<file path="config.mk">
export PLATFORM = sky130hd
export DESIGN_NAME = spi_counter_rx
export DESIGN_NICKNAME = d
export VERILOG_FILES = /design/src/rtl/spi_counter_pkg.sv /design/src/rtl/spi_sync_edge.sv /design/src/rtl/spi_counter_rx.sv
export SDC_FILE = /design/constraint.sdc
export NUM_CORES = 1
export LEC_CHECK = 0
export CORE_MARGIN = 5
export CORE_UTILIZATION = 50
export DETAILED_ROUTE_END_ITERATION = 6
export HOLD_SLACK_MARGIN = 0.06
export PLACE_DENSITY = 0.76
export SYNTH_ARGS = -nofsm -noshare
export SYNTH_HDL_FRONTEND = slang
export SYNTH_SLANG_ARGS = --single-unit
</file>
<file path="constraint.sdc">
create_clock -name clk -period 1.94 [get_ports clk]
set_clock_uncertainty 0.05 [all_clocks]
set_input_delay 0.388 -clock clk [delete_from_list [all_inputs] [get_ports clk]]
set_output_delay 0.388 -clock clk [all_outputs]
set_load 0.05 [all_outputs]
</file>
<file path="src/rtl/spi_counter_pkg.sv">
// Shared definitions for the SPI counter link (receiver here, master side later).
// Holds the FSM state encoding, frame geometry constants and the frame payload layout.
package spi_counter_pkg;

  localparam int unsigned FRAME_BYTES = 2;
  localparam int unsigned VALUE_W     = 14;
  localparam int unsigned HI_PAD_W    = 2;
  localparam int unsigned BYTE_W      = 8;
  localparam int unsigned FRAME_W     = FRAME_BYTES * BYTE_W;
  localparam int unsigned BIT_CNT_W   = 3;
  localparam int unsigned STATE_W     = 2;

  // Receiver FSM; encoding is visible on o_state
  typedef enum logic [STATE_W-1:0] {
    ST_IDLE    = 2'd0,
    ST_BYTE_HI = 2'd1,
    ST_BYTE_LO = 2'd2
  } state_e;

  // One received frame: the top pad bits must be zero for the value to be accepted
  typedef struct packed {
    logic [HI_PAD_W-1:0] pad;
    logic [VALUE_W-1:0]  value;
  } frame_t;

  // Reassemble the two received bytes into the frame payload
  function automatic frame_t frame_from_bytes(input logic [BYTE_W-1:0] hi,
                                              input logic [BYTE_W-1:0] lo);
    return frame_t'({hi, lo});
  endfunction

endpackage

</file>
<file path="src/rtl/spi_sync_edge.sv">
// Multi-flop synchronizer with edge detection for one asynchronous input.
// Ports:
//   clk, reset   - system clock, async active-low reset
//   d            - asynchronous input
//   level        - synchronized level (last synchronizer flop)
//   rise, fall   - one-cycle strobes when the synchronized level changes
// SYNC_STAGES is intended to be 2 or 3; RST_VAL is the idle level of the input.
module spi_sync_edge #(
  parameter int unsigned SYNC_STAGES = 2,
  parameter logic        RST_VAL     = 1'b0
) (
  input  logic clk,
  input  logic reset,
  input  logic d,
  output logic level,
  output logic rise,
  output logic fall
);

  logic [SYNC_STAGES-1:0] sync_q, sync_d;
  logic                   dly_q, dly_d;

  // Shift chain plus one extra delayed copy used as the edge reference
  always_comb begin
    sync_d = {sync_q[SYNC_STAGES-2:0], d};
    dly_d  = sync_q[SYNC_STAGES-1];
  end

  always_ff @(posedge clk or negedge reset) begin
    if (!reset) begin
      sync_q <= {SYNC_STAGES{RST_VAL}};
      dly_q  <= RST_VAL;
    end else begin
      sync_q <= sync_d;
      dly_q  <= dly_d;
    end
  end

  // Both terms come straight from flops, so the strobes are glitch-free
  assign level = sync_q[SYNC_STAGES-1];
  assign rise  = level & ~dly_q;
  assign fall  = ~level & dly_q;

endmodule

</file>
<file path="src/rtl/spi_counter_rx.sv">
// SPI mode-0 slave that receives 16-bit frames {2'b00, value[13:0]} MSB first.
// Accepted frames update o_value; frames with non-zero pad bits or cut short by
// ss rising are discarded with an o_frame_err pulse. During the high byte the
// slave shifts back the 8-bit count of accepted frames, then zeros.
// Ports:
//   clk, reset   - system clock, async active-low reset
//   sclk, mosi   - SPI clock/data from the master (asynchronous to clk)
//   ss           - slave select, active low
//   miso         - SPI data to the master (0 while ss is high)
//   o_value      - last accepted 14-bit value
//   o_valid      - one-cycle pulse when o_value updates
//   o_frame_err  - one-cycle pulse when a frame is discarded
//   o_state      - current FSM state (debug)
module spi_counter_rx
  import spi_counter_pkg::*;
#(
  parameter int unsigned SYNC_STAGES = 2
) (
  input  logic               clk,
  input  logic               reset,
  input  logic               sclk,
  input  logic               mosi,
  input  logic               ss,
  output logic               miso,
  output logic [VALUE_W-1:0] o_value,
  output logic               o_valid,
  output logic               o_frame_err,
  output logic [STATE_W-1:0] o_state
);

  // ---------------------------------------------------------------------------
  // Input synchronization
  // ---------------------------------------------------------------------------
  logic sclk_rise, sclk_fall, unused_sclk_level;
  logic mosi_level, unused_mosi_rise, unused_mosi_fall;
  logic ss_level, ss_rise, ss_fall;

  spi_sync_edge #(.SYNC_STAGES(SYNC_STAGES), .RST_VAL(1'b0)) u_sync_sclk (
    .clk   (clk),
    .reset (reset),
    .d     (sclk),
    .level (unused_sclk_level),
    .rise  (sclk_rise),
    .fall  (sclk_fall)
  );

  spi_sync_edge #(.SYNC_STAGES(SYNC_STAGES), .RST_VAL(1'b0)) u_sync_mosi (
    .clk   (clk),
    .reset (reset),
    .d     (mosi),
    .level (mosi_level),
    .rise  (unused_mosi_rise),
    .fall  (unused_mosi_fall)
  );

  spi_sync_edge #(.SYNC_STAGES(SYNC_STAGES), .RST_VAL(1'b1)) u_sync_ss (
    .clk   (clk),
    .reset (reset),
    .d     (ss),
    .level (ss_level),
    .rise  (ss_rise),
    .fall  (ss_fall)
  );

  // ---------------------------------------------------------------------------
  // State
  // ---------------------------------------------------------------------------
  state_e               state_q, state_d;
  logic [BIT_CNT_W-1:0] bit_cnt_q, bit_cnt_d;
  logic [BYTE_W-1:0]    rx_q, rx_d;
  logic [BYTE_W-1:0]    hi_q, hi_d;
  logic [BYTE_W-1:0]    tx_q, tx_d;
  logic [BYTE_W-1:0]    frame_cnt_q, frame_cnt_d;
  logic                 miso_q, miso_d;
  logic [VALUE_W-1:0]   value_q, value_d;
  logic                 valid_q, valid_d;
  logic                 ferr_q, ferr_d;

  logic [BYTE_W-1:0]    rx_next_c;
  logic                 byte_done_c;
  frame_t               frame_c;

  // Next byte contents and completion of the current byte on this sclk rise
  always_comb begin
    rx_next_c   = {rx_q[BYTE_W-2:0], mosi_level};
    byte_done_c = sclk_rise && (bit_cnt_q == BIT_CNT_W'(BYTE_W - 1));
    frame_c     = frame_from_bytes(hi_q, rx_next_c);
  end

  // Next-state and output logic
  always_comb begin
    state_d     = state_q;
    bit_cnt_d   = bit_cnt_q;
    rx_d        = rx_q;
    hi_d        = hi_q;
    tx_d        = tx_q;
    frame_cnt_d = frame_cnt_q;
    miso_d      = miso_q;
    value_d     = value_q;
    valid_d     = 1'b0;
    ferr_d      = 1'b0;

    case (state_q)
      ST_IDLE: begin
        // Extra sclk edges after a completed frame are ignored here
        miso_d = 1'b0;
        if (ss_fall) begin
          state_d   = ST_BYTE_HI;
          bit_cnt_d = '0;
          tx_d      = frame_cnt_q;
          miso_d    = frame_cnt_q[BYTE_W-1];
        end
      end

      ST_BYTE_HI: begin
        if (sclk_rise) begin
          rx_d      = rx_next_c;
          bit_cnt_d = BIT_CNT_W'(bit_cnt_q + BIT_CNT_W'(1));
          if (byte_done_c) begin
            hi_d    = rx_next_c;
            state_d = ST_BYTE_LO;
          end
        end
        // The eighth fall lands in BYTE_LO, so only bits 6..0 are shifted here
        if (sclk_fall) begin
          tx_d   = {tx_q[BYTE_W-2:0], 1'b0};
          miso_d = tx_q[BYTE_W-2];
        end
        if (ss_rise) begin
          state_d = ST_IDLE;
          ferr_d  = 1'b1;
        end
      end

      ST_BYTE_LO: begin
        if (sclk_fall) begin
          miso_d = 1'b0;
        end
        if (sclk_rise) begin
          rx_d      = rx_next_c;
          bit_cnt_d = BIT_CNT_W'(bit_cnt_q + BIT_CNT_W'(1));
        end
        // Frame completion wins over a simultaneous ss rise
        if (byte_done_c) begin
          state_d = ST_IDLE;
          if (frame_c.pad == '0) begin
            value_d     = frame_c.value;
            valid_d     = 1'b1;
            frame_cnt_d = BYTE_W'(frame_cnt_q + BYTE_W'(1));
          end else begin
            ferr_d = 1'b1;
          end
        end else if (ss_rise) begin
          state_d = ST_IDLE;
          ferr_d  = 1'b1;
        end
      end

      default: begin
        state_d = ST_IDLE;
        miso_d  = 1'b0;
      end
    endcase

    // miso is held low whenever the slave is deselected
    if (ss_level) begin
      miso_d = 1'b0;
    end
  end

  always_ff @(posedge clk or negedge reset) begin
    if (!reset) begin
      state_q     <= ST_IDLE;
      bit_cnt_q   <= '0;
      rx_q        <= '0;
      hi_q        <= '0;
      tx_q        <= '0;
      frame_cnt_q <= '0;
      miso_q      <= 1'b0;
      value_q     <= '0;
      valid_q     <= 1'b0;
      ferr_q      <= 1'b0;
    end else begin
      state_q     <= state_d;
      bit_cnt_q   <= bit_cnt_d;
      rx_q        <= rx_d;
      hi_q        <= hi_d;
      tx_q        <= tx_d;
      frame_cnt_q <= frame_cnt_d;
      miso_q      <= miso_d;
      value_q     <= value_d;
      valid_q     <= valid_d;
      ferr_q      <= ferr_d;
    end
  end

  assign miso        = miso_q;
  assign o_value     = value_q;
  assign o_valid     = valid_q;
  assign o_frame_err = ferr_q;
  assign o_state     = state_q;

endmodule

</file>
### The clock network

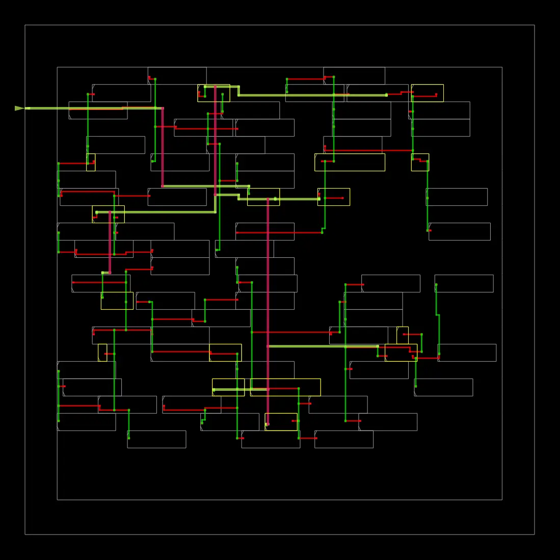
clock network power: 1.23 mW
Clock Buffer Count: 12
TritonCTS buffer count: 9
# clock sinks: 60
Clock Latency Late Sink: 0.33 ns

### Routed metal, one color a layer

The bar under the picture is 20 um long.
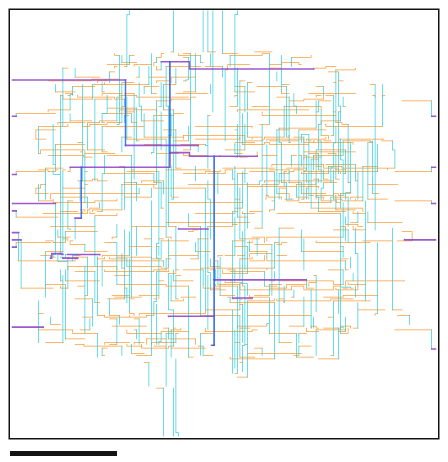
cyan -> M2  # wire length 2,070 um
blue -> M4  # wire length 74.1 um
purple -> M3  # wire length 179 um
orange -> M1  # wire length 1,980 um
gr usage total: 16.34%
DR WL/cell: 13.59 um
DR vias: 1,615
final WL: 4308 um

### Sequential cells colored by netlist name

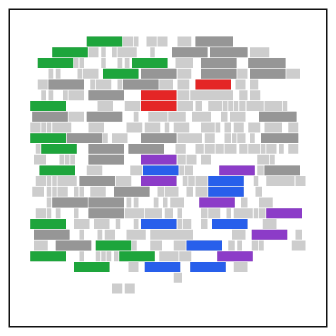
red -> bit_cnt_q  # placed flops 3
purple -> tx_q  # placed flops 7
green -> o_value  # placed flops 14
blue -> frame_cnt_q  # placed flops 8
post-route core utilization: 62.76%
Seq area share: 50.52%

==> flow_metrics.py <==
# Auto-generated metrics
metrics = {
    "outcome": {
        "status": "finished clean",
    },
    "global_route": {
        "grt_max_degree": 43,
        "antenna_found_initial": 0,
        "grt_overflow": 0,
        "grt_util_met2_pct": 24.92,
        "grt_pass1_wl_um": 7872,
        "grt_pass1_vias": 1670,
        "grt.busiest_layer": "met2",
    },
    "pwr": {
        "power_mw": 3.480,
        "p_int_mw": 2.510,
        "irDropWorstVdd_uv": 774.4,
        "switching_share_pct": 27.88,
        "sequentialPowerShare_pct": 44.7,
        "p_leak_nw": 1.507,
        "p_sw_mw": 0.9704,
        "power_frac_comb_pct": 20.1,
        "powerDensity_nw_per_um2": 1166,
    },
    "sta": {
        "setup_slack_ns": 0.04706,
        "hold_violations": 0,
        "maxClockFrequency_mhz": 528.3,
        "tns_ns": 0,
        "period_needed_ns": 1.893,
        "tightest_slew_ns": 0.5053,
        "slew_headroom_pct": 66.21,
        "setup_viol": 0,
        "period_used_pct": 97.57,
    },
    "yosys": {
        "ys_types": 33,
        "ys_async_sr_fraction_pct": 100.0,
        "ys_ff": 60,
        "edf_count": 0,
        "yosys_cells": 209,
        "top_area_cell": "dfrtp_1",
        "top_area_share_pct": 58.10,
        "synth-seq-area-share_pct": 61.31,
        "syn_avg_cell_area_sq_um": 11.75,
        "top_cells_by_count": "57 x dfrtp_1, 53 x nand2_1, 17 x mux2_2",
        "netlist_area_sq_um": 2455,
        "synth_dominant_cell_count": "dfrtp_1",
        "top_cells_by_area": "dfrtp_1 58%, nand2_1 8.1%, mux2_2 7.8%, dfstp_2 3.2%, ha_1 3.1%",
        "synth-main-ff-cell": "dfrtp_1",
    },
    "die": {
        "taps": 67,
        "fp_util_pct": 51.63,
        "ios": 24,
        "placementRows": 25,
        "dieArea_sq_um": 6411,
        "design.core.area_sq_um": 4755,
    },
    "finish": {
        "final_cell_mix": "55 x dfrtp_1, 52 x nand2_1, 21 x buf_4",
        "fin_nets": 256,
        "layout-drive-gt1-share_pct": 25.20,
        "n_all_inverters": 5,
        "largest_class": "flip-flops and latches",
        "buffers": 31,
        "comb_area_share_pct": 30.02,
        "logic_gates": 138,
        "antenna_cells": 0,
        "final_area_sq_um": 2984,
        "stdcell_count": 317,
        "logic_area_sq_um": 895.9,
        "final-clk-cell-share_pct": 7.296,
        "flops": 60,
        "fill_cells": 391,
        "regArea_sq_um": 1508,
        "syn2layout_area_growth_pct": 21.56,
        "buf_share_pct": 8.721,
        "largest_register_ffs": 14,
    },
    "cts": {
        "postCtsSetupBuffers": 0,
        "ctsHoldBuffers": 1,
        "cts_root_buf": "clkbuf_8",
        "cts_tree": "done",
        "path_clk_slew_ns": 0.07,
        "clockBufferDepth": 2,
        "cts_resized": 2,
        "htreeDepth": 3,
    },
    "routing": {
        "met2_wirelength_um": 2072,
        "dr.pass1.iters": 4,
        "drc": 0,
        "met1_length_um": 1983,
        "wl_met3_um": 179,
        "vias_per_cell": 5.095,
        "drt_iter0_drc": 83,
        "highest_layer": "met4",
    },
    "critical_path": {
        "timing.rr.start": "bit_cnt_q[0]",
        "r2r_end": "hi_q[4]",
        "endpoint_kind": "primary output",
        "path_cells": "clkdlybuf4s50_1",
        "crit_family": "buffers and inverters",
        "r2r_setup_slack_ns": 0.15,
        "crit_slowest_cell": "clkdlybuf4s50_1",
        "crit_path_start": "o_valid",
        "reg2reg_depth": 5,
        "crit_fanout": 1,
        "crit_type": "flop to primary output",
        "slowest_delay_ns": 0.80,
        "worst_ep_required_time_ns": 1.50,
        "critical_path_depth": 1,
        "critPathLaunchType": "flop",
    },
    "worst_hold_path": {
        "hold_path.class": "flop to flop",
        "hold_depth": 0,
        "hold_start": "u_sync_sclk.sync_q[0]",
    },
    "place": {
        "pre_cts_ws_ns": 0.02096,
        "gp_congestion": 0.9106,
        "placed_cell_area_sq_um": 2755,
        "dp.cells": 300,
        "dpl.hpwl_um": 2960,
    },
    "run": {
        "maxCapViolations": 0,
        "warnings": 28,
    },
}
### Clock network drawn from the DEF

The bar under the picture is 20 um long.
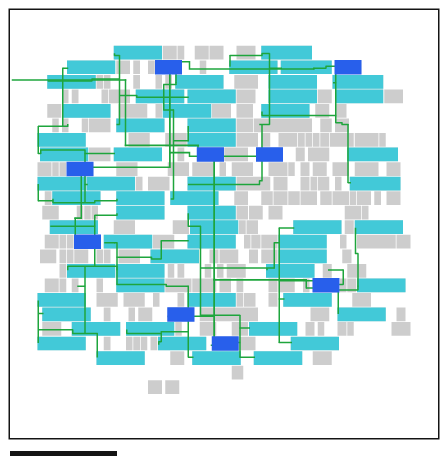
blue -> clock-net drivers  # count 9
cyan -> flip-flops  # count 60
green -> clock wires  # length 734 um
routed clock nets = 10
clock share of power: 35.3%

### Ports around the boundary

Pins as bars across the die edge, other pins in gray.
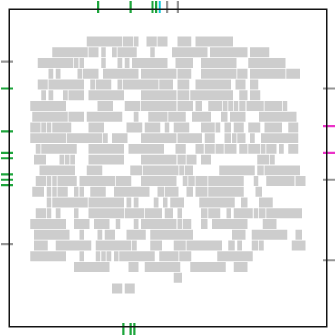
green -> o_value  # pins 14, direction output, edge 7 left, 4 top, 3 bottom
magenta -> o_state  # pins 2, direction output, edge right
cyan -> sclk  # pins 1, direction input, edge top
Die W: 80.07 um
die height: 80.07 um
IO Port Bufs: 23

==> cell families after synthesis <==
family,Yosys count,share of synthesized area [%]
and+or+nand+nor,81,14.68
DFF,60,61.32
muxes,24,10.65
AOI/OAI and AO/OA,20,5.454
buffers and inverters,11,2.344
xor gates and xnor gates,7,2.498
adders and majority gates,6,3.058
==> power by group through the flow <==
stage	Clock [mW]	Sequential [mW]	Combinational, mW
2_1_floorplan	0	1.61	0.449
4_1_cts	1.27	1.56	0.703
3_3_place_gp	0	1.57	0.680
5_1_grt	1.32	1.58	0.796
6_report	1.23	1.56	0.698
3_5_place_dp	0	1.58	0.699
==> worst register-to-register path: cells and delay by family (launching register included) <==
kind	cells	cell delay [ns]
muxes	1	0.37
adders and majority gates	2	0.39
and+or+nand+nor	2	0.48
DFF	1	0.39
Power and IR drop assume default switching activity.
